===== src/rtl/stack_pkg.sv =====
// Shared constants and operation encoding for the call stack.
package stack_pkg;

  localparam int STACK_DW    = 10;
  localparam int STACK_DEPTH = 16;

  // Encoding matches the {push, pop} input pair.
  typedef enum logic [1:0] {
    NOP  = 2'b00,
    POP  = 2'b01,
    PUSH = 2'b10,
    REPL = 2'b11
  } op_e;

  function automatic op_e decode_op(input logic push, input logic pop);
    return op_e'({push, pop});
  endfunction

endpackage


===== src/rtl/stack_mem.sv =====
// Stack storage: synchronous write, asynchronous read, no reset.
module stack_mem #(
  parameter  int DW    = 10,
  parameter  int DEPTH = 16,
  localparam int AW    = $clog2(DEPTH)
) (
  input  logic          clk,
  input  logic          wr_en,
  input  logic [AW-1:0] wr_addr,
  input  logic [DW-1:0] wr_data,
  input  logic [AW-1:0] rd_addr,
  output logic [DW-1:0] rd_data
);

  logic [DW-1:0] mem [DEPTH];

  // Write the addressed entry on the rising edge when enabled.
  always_ff @(posedge clk) begin
    if (wr_en) begin
      mem[wr_addr] <= wr_data;
    end
  end

  assign rd_data = mem[rd_addr];

endmodule


===== src/rtl/call_stack.sv =====
// Call stack with registered top-of-stack output and sticky error flags.
module call_stack
  import stack_pkg::*;
#(
  parameter  int DW    = STACK_DW,
  parameter  int DEPTH = STACK_DEPTH,
  localparam int AW    = $clog2(DEPTH)
) (
  input  logic          clk,
  input  logic          reset,
  input  logic          push,
  input  logic          pop,
  input  logic          clr_err,
  input  logic [DW-1:0] data_in,
  output logic [DW-1:0] data_out,
  output logic [AW:0]   count,
  output logic          empty,
  output logic          full,
  output logic          overflow,
  output logic          underflow
);

  localparam logic [AW:0] SP_ONE  = (AW+1)'(1);
  localparam logic [AW:0] SP_FULL = (AW+1)'(DEPTH);

  logic [AW:0]   sp;
  logic [AW:0]   sp_next;
  logic [DW-1:0] dout_next;
  logic [DW-1:0] rd_data;
  logic [AW-1:0] rd_addr;
  logic [AW-1:0] wr_addr;
  logic          wr_en;
  logic          ovf_set;
  logic          udf_set;
  op_e           op;

  assign count   = sp;
  assign empty   = (sp == '0);
  assign full    = (sp == SP_FULL);
  // Entry just below the top, which becomes the new top after a pop.
  assign rd_addr = sp[AW-1:0] - AW'(2);

  stack_mem #(
    .DW    (DW),
    .DEPTH (DEPTH)
  ) u_mem (
    .clk     (clk),
    .wr_en   (wr_en),
    .wr_addr (wr_addr),
    .wr_data (data_in),
    .rd_addr (rd_addr),
    .rd_data (rd_data)
  );

  // Decode the requested operation into next pointer, next top word and error events.
  always_comb begin
    op        = decode_op(push, pop);
    wr_en     = 1'b0;
    wr_addr   = sp[AW-1:0];
    sp_next   = sp;
    dout_next = data_out;
    ovf_set   = 1'b0;
    udf_set   = 1'b0;
    if (op == REPL && empty) begin
      op = PUSH;
    end
    case (op)
      PUSH: begin
        if (full) begin
          ovf_set = 1'b1;
        end else begin
          wr_en     = 1'b1;
          sp_next   = sp + SP_ONE;
          dout_next = data_in;
        end
      end
      POP: begin
        if (empty) begin
          udf_set = 1'b1;
        end else begin
          sp_next   = sp - SP_ONE;
          dout_next = (sp == SP_ONE) ? '0 : rd_data;
        end
      end
      REPL: begin
        wr_en     = 1'b1;
        wr_addr   = sp[AW-1:0] - AW'(1);
        dout_next = data_in;
      end
      default: begin
      end
    endcase
  end

  // Pointer, top-of-stack and sticky flag registers; a new error beats clr_err.
  always_ff @(posedge clk or negedge reset) begin
    if (!reset) begin
      sp        <= '0;
      data_out  <= '0;
      overflow  <= 1'b0;
      underflow <= 1'b0;
    end else begin
      sp        <= sp_next;
      data_out  <= dout_next;
      overflow  <= (overflow  & ~clr_err) | ovf_set;
      underflow <= (underflow & ~clr_err) | udf_set;
    end
  end

endmodule


===== config.mk =====
export PLATFORM = sky130hd
export DESIGN_NAME = call_stack
export DESIGN_NICKNAME = d
export VERILOG_FILES = /design/src/rtl/stack_pkg.sv /design/src/rtl/stack_mem.sv /design/src/rtl/call_stack.sv
export SDC_FILE = /design/constraint.sdc
export NUM_CORES = 1
export LEC_CHECK = 0
export CAP_MARGIN = 40
export CELL_PAD_IN_SITES_DETAIL_PLACEMENT = 1
export CELL_PAD_IN_SITES_GLOBAL_PLACEMENT = 2
export CORE_ASPECT_RATIO = 2
export CORE_MARGIN = 2
export CORE_UTILIZATION = 50
export CTS_CLUSTER_DIAMETER = 200
export DETAILED_ROUTE_END_ITERATION = 16
export PLACE_DENSITY = 0.9
export SYNTH_ARGS = -nofsm -noshare
export SYNTH_HDL_FRONTEND = slang
export SYNTH_HIERARCHICAL = 1
export SYNTH_SLANG_ARGS = --single-unit

===== constraint.sdc =====
create_clock -name clk -period 8.33 [get_ports clk]
set_input_delay 2.0825 -clock clk [delete_from_list [all_inputs] [get_ports clk]]
set_output_delay 2.0825 -clock clk [all_outputs]
set_load 0.05 [all_outputs]

==> reports/metrics.yaml, run 1 <==
final_timing:
  relSlewSlack_pct: 38.90
  finalHoldViolations: 0
  setup_viol: 0
  rsz0062_at_grt: "false"
  tightest_slew_ps: 913.2
  period_needed_ps: 5325
  holdWs_ps: 490.1
clocking:
  cts_setup_buffers: 0
  clk_pin_slew_ps: 60
  post_cts_resize_count: 0
  cts_buffers: 17
  cts_tree: "built"
  hold_buffers: 0
synthesis:
  synthCells: 372
  top_logic_kind: "multiplexers"
  synthTopCellsByCount: "edfxtp_1, mux4_2, a22oi_1"
  synth_xor_xnor_area_share_pct: 0.9674
  ys_chip_area_um2: 7243
  ys_types: 40
  seq_area_frac_synth_pct: 72.21
  synthTopCellsByArea: "edfxtp_1, mux4_2, dfrtp_1, mux4_1, a22oi_1"
  mux_area_share_pct: 14.75
  synth-cells-yosys: 372
  ys_warn_count: 6
  edf_count: 160
  top_cell_area_share_pct: 66.33
  synth-seq-cells: 177
  async_flop_share_pct: 9.605
  syn_area_per_cell_um2: 19.47
flow_run:
  warnings: 30
worst_setup_path:
  r2r_end: "u_mem/mem[10][5]$_DFFE_PP_"
  required_ps: 6250
  crit_cells: 6
  path_max_fanout: 45
  critPathKind: "flip-flop to primary output"
  rr_worst_depth: 8
  max_stage_delay_ps: 800
  worstReg2RegStart: "count[1]$_DFFE_PN0P_"
  cp_cell_sequence: "inv_1 -> buf_4 -> ha_1 -> or4b_4 -> inv_2 -> clkdlybuf4s50_1"
  critPathLaunch: "count[1]$_DFFE_PN0P_"
  cpLargestDelayFamily: "buffers and inverters"
  rrSetupSlack_ps: 4220
global_routing:
  grt_pass1_wl_um: 25990
  grt_start_max_net_pins: 46
  grt_pass1_vias: 4098
  grtUsageTotal_pct: 24.31
  gr-total-overflow: 0
  antenna_found_initial: 0
route:
  drt_drc_violations_left: 0
  initialDrtViolationCount: 311
floorplanning:
  fp_util_pct: 50.75
  die_area_um2: 15520
  die-width_um: 89.11
final_layout:
  layout.nets: 440
  syn_to_final_growth_pct: 15.46
power:
  power_frac_seq_pct: 38.3
  peakVddDrop_mv: 0.1971
  power_density_nw_per_um2: 362.1
  switching_power_mw: 1.073
  p_int_mw: 1.955
placement:
  port_buffers: 33
worst_hold_path:
  hold_depth: 1
  min_from: "data_out[9]$_DFFE_PN0P_"
run_status:
  status: "finished clean"
## run 1: flip-flops by register name, summed over array words and instances, names as in the netlist
name and count:
count 5, data_out 10, overflow 1, u_mem/mem 160, underflow 1
## run 1: layer usage
| metal | wire length, µm | part of all wire (%) | GRT usage, % |
|---|---|---|---|
| met1 | 5950 | 35 | 27.23 |
| met2 | 9332 | 54 | 39.81 |
| met3 | 536 | 3.1 | 4.986 |
| met4 | 1340 | 7.8 | 17.35 |
| met5 | 0 | 0 | 0 |
## run 1: stage by stage
step	cells	utilization (%)	setup WS, ps	instance area [µm²]
after detailed placement	587	54.36	3222	7759
after global placement	584	54.20	3430	7736
after floorplan	372	-	4006	7243
after CTS	619	58.33	2955	8325
final	624	58.59	3005	8363
after global routing	624	58.59	2804	8363
## run 1: layout make-up
cell class	instances	area, µm²
Clock inverter	10	102.6
Multi-Input combinational cell	168	1859
Tap cell	192	240.2
Fill cell	1312	5911
Inverter	8	30.03
Clock buffer	22	464.2
Sequential cell	177	5231
Timing Repair Buffer	47	435.4
## run 1: cell usage in the layout, fill, tap and decap left out, drive strengths merged, types with 11 or more instances in the layout
| cell | count |
|---|---|
| edfxtp | 160 |
| nor2 | 18 |
| nand2 | 18 |
| mux4 | 40 |
| a22o | 12 |
| a22oi | 23 |
| clkbuf | 22 |
| clkdlybuf4s50 | 33 |
| inv | 11 |
| buf | 14 |
| dfrtp | 17 |
## run 1: power by group through the flow
stage | Sequential [mW] | Clock (mW) | Combinational [mW]
after floorplan | 1.27 | 0 | 0.680
after CTS | 1.16 | 0.772 | 1.11
after global routing | 1.17 | 0.802 | 1.19
final | 1.16 | 0.759 | 1.11
after detailed placement | 1.18 | 0 | 1.10
after global placement | 1.17 | 0 | 1.06
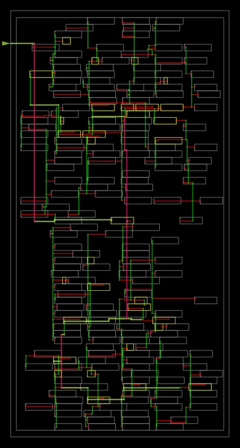
*Clock nets, run 1*
clk_buf instances: 22
Worst-Skew Late Latency: 420 ps
post-route clock skew: 7.570 ps
Clock Sinks: 177
Flop Count: 177

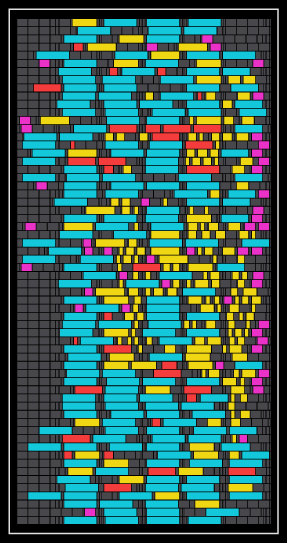
*Placement by cell class, run 1*
(3 px per µm) Fill, decap, tap and diode cells in gray.
all other logic -> yellow  # cells 176, share of their area 23%
other buffers and delay cells -> magenta  # cells 47, share of their area 5.4%
clock drivers and dummy loads -> red  # cells 32, share of their area 7.0%
flip-flops -> cyan  # cells 177, share of their area 64%
sequential share of cell area: 62.55%
final core occ: 58.59%
area of all placed cells without fillers: 8363 µm²
FP Rows: 62

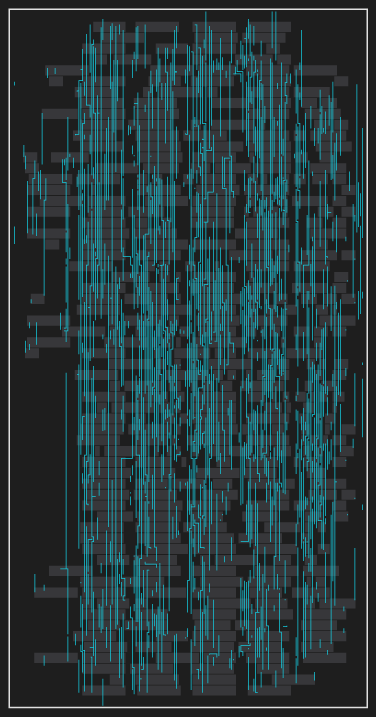
*The metal 2 layer, run 1*
(4 px per µm)
share of all routed wire = 54%
main direction = vertical
wire length on this layer = 9,330 µm
DRT Wirelength: 17,160 µm
M2 GR Usage: 39.81%
Vias: 3,742

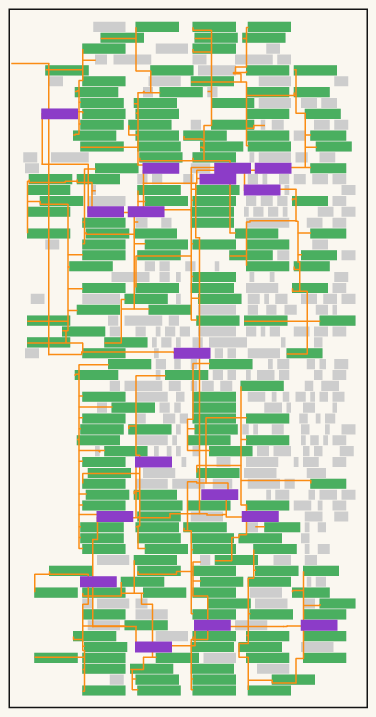
*Clock wires, drivers and flops, run 1*
(4 px per µm)
flip-flops -> green  # count 177
cells driving clock nets -> purple  # count 17
clock wires -> orange  # length 1,890 µm
routed clock nets = 18
clock network power share: 25.1%
Power Clock: 759 µW

==> inputs of run 2 (changes only) <==
- CORE_UTILIZATION: 50 -> 47
- PLACE_DENSITY: 0.9 -> 0.86
- clock period: 8.33 -> 5.4 ns (I/O delays scaled with it)
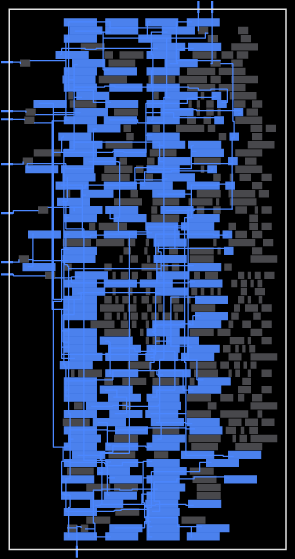
*Nets reached from selected ports, run 2*
(3 px per µm)
data_in -> blue  # bits 10, direction input, edge 7 left, 2 top, 1 bottom, end cells 170, buffers 11, wire 3,080 µm
I/O Buffers: 33
io pins: 34

==> reports/metrics.yaml, run 2 <==
run_status:
  status: "finished clean"
route:
  initialDrtViolationCount: 264  # -15%
  first_pass_iters: 4
  viasPerCell: 5.762
  wire_per_inst_um: 25.89
  wl_um: 16340  # -4.8%
  ant_nets: 0
  num_vias: 3636  # -2.8%
  drt_drc_violations_left: 0  # unchanged
synthesis:
  edf_count: 160  # unchanged
  ys_chip_area_um2: 7243  # unchanged
  synthCells: 372  # unchanged
  synth-cells-yosys: 372  # unchanged
  seq_area_frac_synth_pct: 72.21  # unchanged
  ys_types: 40  # unchanged
  synth_area_um2: 7243
  async_flop_share_pct: 9.605  # unchanged
  syn_area_per_cell_um2: 19.47  # unchanged
  top_cell_area_share_pct: 66.33  # unchanged
  top_cell: "edfxtp_1"
  synthTopCellsByArea: "edfxtp_1, mux4_2, dfrtp_1, mux4_1, a22oi_1"
  fp_nets: 393
  synth-seq-cells: 177  # unchanged
  synthTopCellsByCount: "edfxtp_1, mux4_2, a22oi_1"
  ys_warn_count: 6  # unchanged
worst_setup_path:
  rr_worst_depth: 7  # -1
  critPathKind: "flip-flop to primary output"
  required_ps: 4050  # -2200 ps
  worstReg2RegStart: "count[0]$_DFFE_PN0P_"
  worstSetupStartpointType: "flip-flop"
  path_max_fanout: 7  # -84%
  r2r_end: "u_mem/mem[1][8]$_DFFE_PP_"
  rrSetupSlack_ps: 1840  # -2380 ps
  crit_arrival_ps: 2780
global_routing:
  grtUsageTotal_pct: 21.63  # -2.7 points
  grt_start_max_net_pins: 46  # unchanged
  grt_pass1_wl_um: 25130  # -3.3%
  gr-total-overflow: 0  # unchanged
  antenna_found_initial: 0  # unchanged
  grt_pass1_vias: 4057  # -1.0%
final_layout:
  layout.nets: 441  # +0.23%
  lay_top_cells: "edfxtp_1, clkdlybuf4s50_1, mux4_2, a22oi_1"
  layout_top_cell: "edfxtp_1"
  n_fill_cell: 1381  # +5.3%
  utilization_pct: 55.11  # -3.5 points
  syn_to_final_growth_pct: 15.75
  comb_area_um2: 1859  # unchanged
  largest_reg_flops: 160  # unchanged
  top_register: "u_mem/mem"
  fin_cells: 631  # +1.1%
  diodes: 0
  register_area_um2: 5231  # unchanged
final_timing:
  rsz0062_at_grt: "false"
  relSlewSlack_pct: 37.96  # -0.94 points
  finClkSkew_ps: 8.914  # +1.344 ps
  holdWs_ps: 486.3  # -3.842 ps
  finalCritPeriodShare_pct: 76.56
  setup_viol: 0  # unchanged
  setup_tns_ps: 0
  finalHoldViolations: 0  # unchanged
  period_needed_ps: 4134
  max_freq_mhz: 241.9
  final_max_slew_viol_count: 0
  tightest_slew_ps: 927.2  # +14.02 ps
worst_hold_path:
  min_to: "data_out[4]$_DFFE_PN0P_"
  min_from: "data_out[4]$_DFFE_PN0P_"
  hold_depth: 1  # unchanged
power:
  seq_power_mw: 1.79  # +54%
  p_int_mw: 3.027  # +55%
  p_comb_share_pct: 36.6
  power_leader: "sequential cells"
  p_comb_mw: 1.71  # +54%
  peakVddDrop_mv: 0.2868  # +45%
  p_clk_mw: 1.17  # +54%
  power.share.clock_pct: 25.1  # about the same
  switching_power_mw: 1.641  # +53%
  power_frac_seq_pct: 38.3  # about the same
  switching_share_pct: 35.15
  power_density_nw_per_um2: 556.7  # +54%
clocking:
  clock_path_buffers: 2
  clk_latency_ps: 430  # about the same
  clock_sinks: 177  # unchanged
  cts_buffers: 17  # unchanged
  clk_pin_slew_ps: 70  # about the same
  cts_tree: "built"
  cts_setup_buffers: 0  # unchanged
  post_cts_resize_count: 0  # unchanged
  hold_buffers: 0  # unchanged
  htreeDepth: 4
  root_buffer: "clkbuf_16"
floorplanning:
  rows: 64  # +3.2%
  fp.dieH_um: 179.6
  die_area_um2: 16480  # +6.2%
  fp_util_pct: 47.61  # -3.1 points
  die-width_um: 91.78  # +3.0%
  core_um2: 15210
flow_run:
  warnings: 30  # unchanged
placement:
  place_inst: 594  # +1.2%
  dp_hpwl_um: 11450
run 2: worst max path at each step:
stage / slack, ps / from / end / cells after the start
final: 1270 / count[0]$_DFFE_PN0P_ / empty / 5
after global routing: 1180 / count[0]$_DFFE_PN0P_ / empty / 5
after CTS: 1230 / count[0]$_DFFE_PN0P_ / empty / 5
after detailed placement: 1150 / push / u_mem/mem[3][8]$_DFFE_PP_ / 6
after global placement: 1240 / push / u_mem/mem[3][8]$_DFFE_PP_ / 6
after floorplan: 1720 / count[1]$_DFFE_PN0P_ / u_mem/mem[0][0]$_DFFE_PP_ / 9
run 2: logic make-up after synthesis:
kind of cell               Yosys count  share of synthesized area (%)
buffers and inverters               27                          2.125
and+or+nand+nor                     62                          4.370
DFF                                177                          72.21
adders and majority gates            6                          1.036
xor gates and xnor gates             8                         0.9674
muxes                               51                          14.75
AOI/OAI and AO/OA                   41                          4.543
run 2: critical path, cell delays in order (launching register included):
cell	delay, ps
dfrtp_2	400
inv_1	160
ha_1	330
or4b_4	550
inv_2	110
clkdlybuf4s50_1	800
run 2: cell type report:
class	count	share of cell area, %
Multi-Input combinational cell	168	22.18
Clock inverter	12	1.254
Tap cell	198	2.955
Inverter	8	0.3582
Sequential cell	177	62.39
Timing Repair Buffer	48	5.283
Clock buffer	20	5.581
run 2: metrics by stage:
stage	cell area (µm²)	power (mW)	setup WS (ps)
floorplan	7243	3.001	1717
global placement	7751	3.452	1237
detailed placement	7774	3.509	1145
CTS	8347	4.687	1228
global route	8384	4.864	1176
finish	8384	4.668	1266
run 2: routing by layer:
metal,global-route usage (%),up-vias,share of wire [%]
met5,0,-,0
met2,38.26,102,56
li1,-,1610,-
met3,4.484,36,3.0
met4,13.91,0,6.3
met1,22.90,1888,35
Power and IR drop assume default switching activity.
